`src/rtl/ram_port_arbiter_pkg.sv`:
```
// Shared constants for the RAM port arbiter: requester IDs and FSM state encodings.
package ram_port_arbiter_pkg;

    typedef enum logic [1:0] {
        REQ_NONE = 2'd0,
        REQ_CPU  = 2'd1,
        REQ_PRG  = 2'd2,
        REQ_DBG  = 2'd3
    } req_id_t;

    typedef enum logic [1:0] {
        ST_SETTLE = 2'd0,
        ST_RUN    = 2'd1,
        ST_PROG   = 2'd2
    } arb_state_t;

    localparam int STARVE_CNT_W = 4;

endpackage

```
`src/rtl/ram_arb_starve_cnt.sv`:
```
// Saturating starvation counter for the debug port, with clear and a limit-reached flag.
module ram_arb_starve_cnt
    import ram_port_arbiter_pkg::*;
#(
    parameter int LIMIT = 4
) (
    input  logic clock,
    input  logic reset,
    input  logic clr,
    input  logic inc,
    output logic limit_hit
);

    localparam logic [STARVE_CNT_W-1:0] LIMIT_V = STARVE_CNT_W'(LIMIT);
    localparam logic [STARVE_CNT_W-1:0] CNT_MAX = '1;

    logic [STARVE_CNT_W-1:0] cnt_reg;

    always_ff @(posedge clock) begin
        if (reset || clr) begin
            cnt_reg <= '0;
        end else if (inc && (cnt_reg != CNT_MAX)) begin
            cnt_reg <= cnt_reg + 1'b1;
        end
    end

    assign limit_hit = (cnt_reg >= LIMIT_V);

endmodule

```
`src/rtl/ram_port_arbiter.sv`:
```
// One-access-per-cycle arbiter for the shared program/data RAM (CPU, programmer, debug)
// with a quiet SETTLE cycle on every program/run mode change.
module ram_port_arbiter
    import ram_port_arbiter_pkg::*;
#(
    parameter int AW           = 8,
    parameter int DW           = 8,
    parameter int STARVE_LIMIT = 4
) (
    input  logic          clock,
    input  logic          reset,
    input  logic          mode,
    input  logic          cpu_req,
    input  logic          cpu_we,
    input  logic [AW-1:0] cpu_adrs,
    input  logic [DW-1:0] cpu_wdata,
    output logic          cpu_gnt,
    output logic          cpu_rvalid,
    input  logic          prg_req,
    input  logic          prg_we,
    input  logic [AW-1:0] prg_adrs,
    input  logic [DW-1:0] prg_wdata,
    output logic          prg_gnt,
    output logic          prg_rvalid,
    input  logic          dbg_req,
    input  logic [AW-1:0] dbg_adrs,
    output logic          dbg_gnt,
    output logic          dbg_rvalid,
    output logic [DW-1:0] rdata,
    output logic [AW-1:0] ram_adrs,
    output logic [DW-1:0] ram_data,
    output logic          ram_wr_en,
    input  logic [DW-1:0] ram_q
);

    arb_state_t    state_reg;
    logic          rv_valid_reg;
    req_id_t       rv_id_reg;
    logic [AW-1:0] adrs_reg;
    logic [DW-1:0] data_reg;

    logic          starve_hit;
    req_id_t       winner;
    logic [AW-1:0] win_adrs;
    logic [DW-1:0] win_wdata;
    logic          win_we;

    // Debug steals the slot from the higher-priority requester once starved long enough.
    always_comb begin
        winner = REQ_NONE;
        if (!reset) begin
            unique case (state_reg)
                ST_RUN: begin
                    if (cpu_req && !(dbg_req && starve_hit)) winner = REQ_CPU;
                    else if (dbg_req)                        winner = REQ_DBG;
                end
                ST_PROG: begin
                    if (prg_req && !(dbg_req && starve_hit)) winner = REQ_PRG;
                    else if (dbg_req)                        winner = REQ_DBG;
                end
                default: winner = REQ_NONE;
            endcase
        end
    end

    always_comb begin
        win_adrs  = reset ? '0 : adrs_reg;
        win_wdata = reset ? '0 : data_reg;
        win_we    = 1'b0;
        unique case (winner)
            REQ_CPU: begin
                win_adrs  = cpu_adrs;
                win_wdata = cpu_wdata;
                win_we    = cpu_we;
            end
            REQ_PRG: begin
                win_adrs  = prg_adrs;
                win_wdata = prg_wdata;
                win_we    = prg_we;
            end
            REQ_DBG: win_adrs = dbg_adrs;
            default: ;
        endcase
    end

    assign cpu_gnt   = (winner == REQ_CPU);
    assign prg_gnt   = (winner == REQ_PRG);
    assign dbg_gnt   = (winner == REQ_DBG);
    assign ram_adrs  = win_adrs;
    assign ram_data  = win_wdata;
    assign ram_wr_en = win_we;

    // Gating by reset lets an asserted reset kill a read that is still in flight.
    assign cpu_rvalid = !reset && rv_valid_reg && (rv_id_reg == REQ_CPU);
    assign prg_rvalid = !reset && rv_valid_reg && (rv_id_reg == REQ_PRG);
    assign dbg_rvalid = !reset && rv_valid_reg && (rv_id_reg == REQ_DBG);
    assign rdata      = (!reset && rv_valid_reg) ? ram_q : '0;

    always_ff @(posedge clock) begin
        if (reset) begin
            state_reg    <= ST_SETTLE;
            rv_valid_reg <= 1'b0;
            rv_id_reg    <= REQ_NONE;
            adrs_reg     <= '0;
            data_reg     <= '0;
        end else begin
            unique case (state_reg)
                ST_SETTLE: state_reg <= mode ? ST_PROG : ST_RUN;
                ST_RUN:    state_reg <= mode ? ST_SETTLE : ST_RUN;
                ST_PROG:   state_reg <= mode ? ST_PROG : ST_SETTLE;
                default:   state_reg <= ST_SETTLE;
            endcase
            rv_valid_reg <= (winner != REQ_NONE) && !win_we;
            rv_id_reg    <= winner;
            adrs_reg     <= win_adrs;
            data_reg     <= win_wdata;
        end
    end

    ram_arb_starve_cnt #(
        .LIMIT (STARVE_LIMIT)
    ) u_starve_cnt (
        .clock     (clock),
        .reset     (reset),
        .clr       ((state_reg == ST_SETTLE) || dbg_gnt || !dbg_req),
        .inc       (dbg_req && !dbg_gnt),
        .limit_hit (starve_hit)
    );

endmodule

```
`config.mk`:
```
export PLATFORM = sky130hd
export DESIGN_NAME = ram_port_arbiter
export DESIGN_NICKNAME = d
export VERILOG_FILES = /design/src/rtl/ram_port_arbiter_pkg.sv /design/src/rtl/ram_arb_starve_cnt.sv /design/src/rtl/ram_port_arbiter.sv
export SDC_FILE = /design/constraint.sdc
export NUM_CORES = 1
export LEC_CHECK = 0
export CAP_MARGIN = 20
export CORE_ASPECT_RATIO = 0.75
export CORE_MARGIN = 3
export CORE_UTILIZATION = 42
export CTS_CLUSTER_SIZE = 12
export DETAILED_ROUTE_END_ITERATION = 10
export PLACE_DENSITY = 0.94
export SETUP_SLACK_MARGIN = 0.1
export SYNTH_ARGS = -nofsm -noshare
export SYNTH_HDL_FRONTEND = slang
export SYNTH_SLANG_ARGS = --single-unit
```
`constraint.sdc`:
```
create_clock -name clock -period 5.98 [get_ports clock]
set_input_delay 1.196 -clock clock [delete_from_list [all_inputs] [get_ports clock]]
set_output_delay 1.196 -clock clock [all_outputs]
set_load 0.005 [all_outputs]
```
final_placement.png
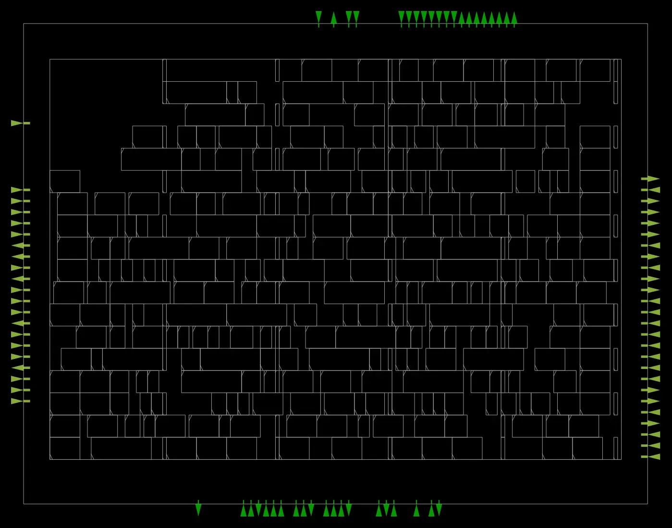
final core occ: 71.86%
Fillers: 314

clock_map.png
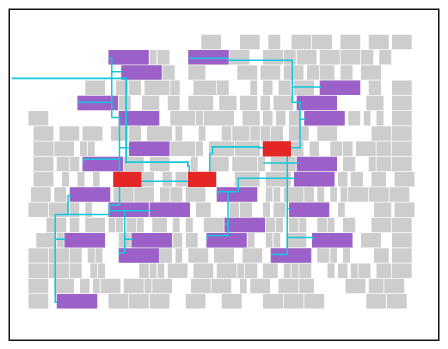
[red] cells driving clock nets | count: 3
[cyan] clock wires | length: 290 um
[purple] flip-flops | count: 25
routed clock nets	4

gate_families.png
Scale bar: 20 um.
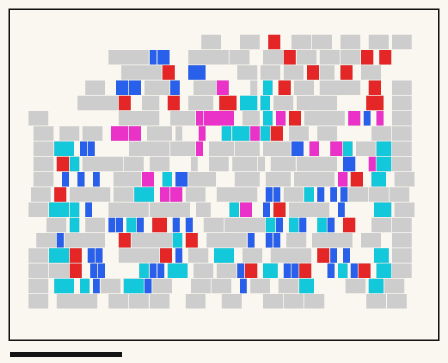
colour	family	cells
magenta	NOR gates	19
blue	NAND gates	52
red	AND and OR gates	30
cyan	inverting AOI/OAI gates	39

wire_density.png
15 x 12 tiles, from black (low) to pale yellow (high), scaled to the fullest tile. Values are wire area over tile area, all layers added.
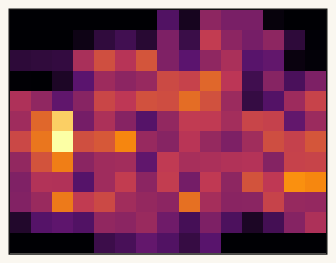
fullest tile	0.46
nearly empty tiles	14%
tiles over half the peak	25%
emptiest ninth of the die	north-west
mean over tiles	0.16

zoom.png
Scale bar: 10 um. Region (26, 5) to (51, 30) um. Cells in grey, sequential cells in the stronger grey; small squares are vias.
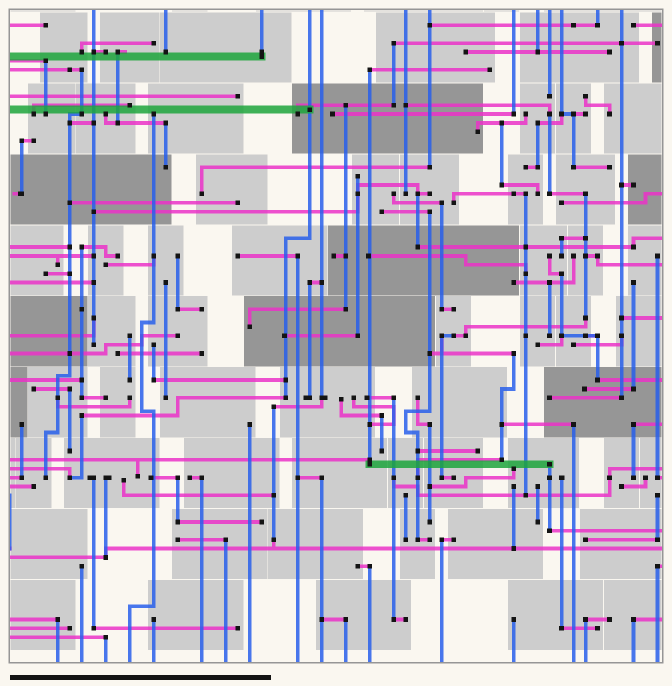
colour	layer
green	met3
blue	met2
magenta	met1
netlist names of flops here include	`data_reg` (4), `adrs_reg` (1)
cells with their middle in the window	58
sequential cells in the window	5
most frequent	clkdlybuf4s50_1 (17), nand2_1 (15)

==> results.cfg <==
; physical design summary
[run_status]
outcome = finished clean

[pwr]
powerComb_mw = 0.0695
leakage_nw = 0.9581

[timing]
timing.final.ws_setup_ns = 0.6965
slew_violations = 0
tightest_slew_ns = 0.6781
layout_min_cycle_time_ns = 5.283
finalSetupTns_ns = 0
max_clock_freq_ghz = 0.1893
setup_viol = 0
holdWs_ns = 0.4673

[critical_path]
worst_ep_required_time_ns = 4.78
slowest_delay_ns = 0.59
regToRegSetupSlack_ns = 3.46
r2r-start = state_reg[0]
cp_num_buf_inv = 3
slowest_stage = ha_1
path_max_fanout = 18
r2r-end = adrs_reg[3]

[synthesis]
async_reset_ff_share_pct = 0
edf_count = 0
top_area_cell = dfxtp_1
synth.cell_area_sq_um = 1559
topCellsByArea = dfxtp_1 (32%), nand2_1 (11%), ha_1 (8.8%)

[global_route]
antenna_found_initial = 0
met2_usage_pct = 31.54
grt_max_degree = 27
gr-usage-met3_pct = 7.339

[clocking]
clkSlewWorstSetupHoldPaths_ns = 0.08
cts-resized-gates = 0

[final_layout]
lay_top_count = clkdlybuf4s50_1
clk_share_pct = 1.831
inverters_excl_clock = 3

[floorplan]
rows = 18

[drt]
drc_errors = 0
vias = 1656

[hold_path]
hold_depth = 2
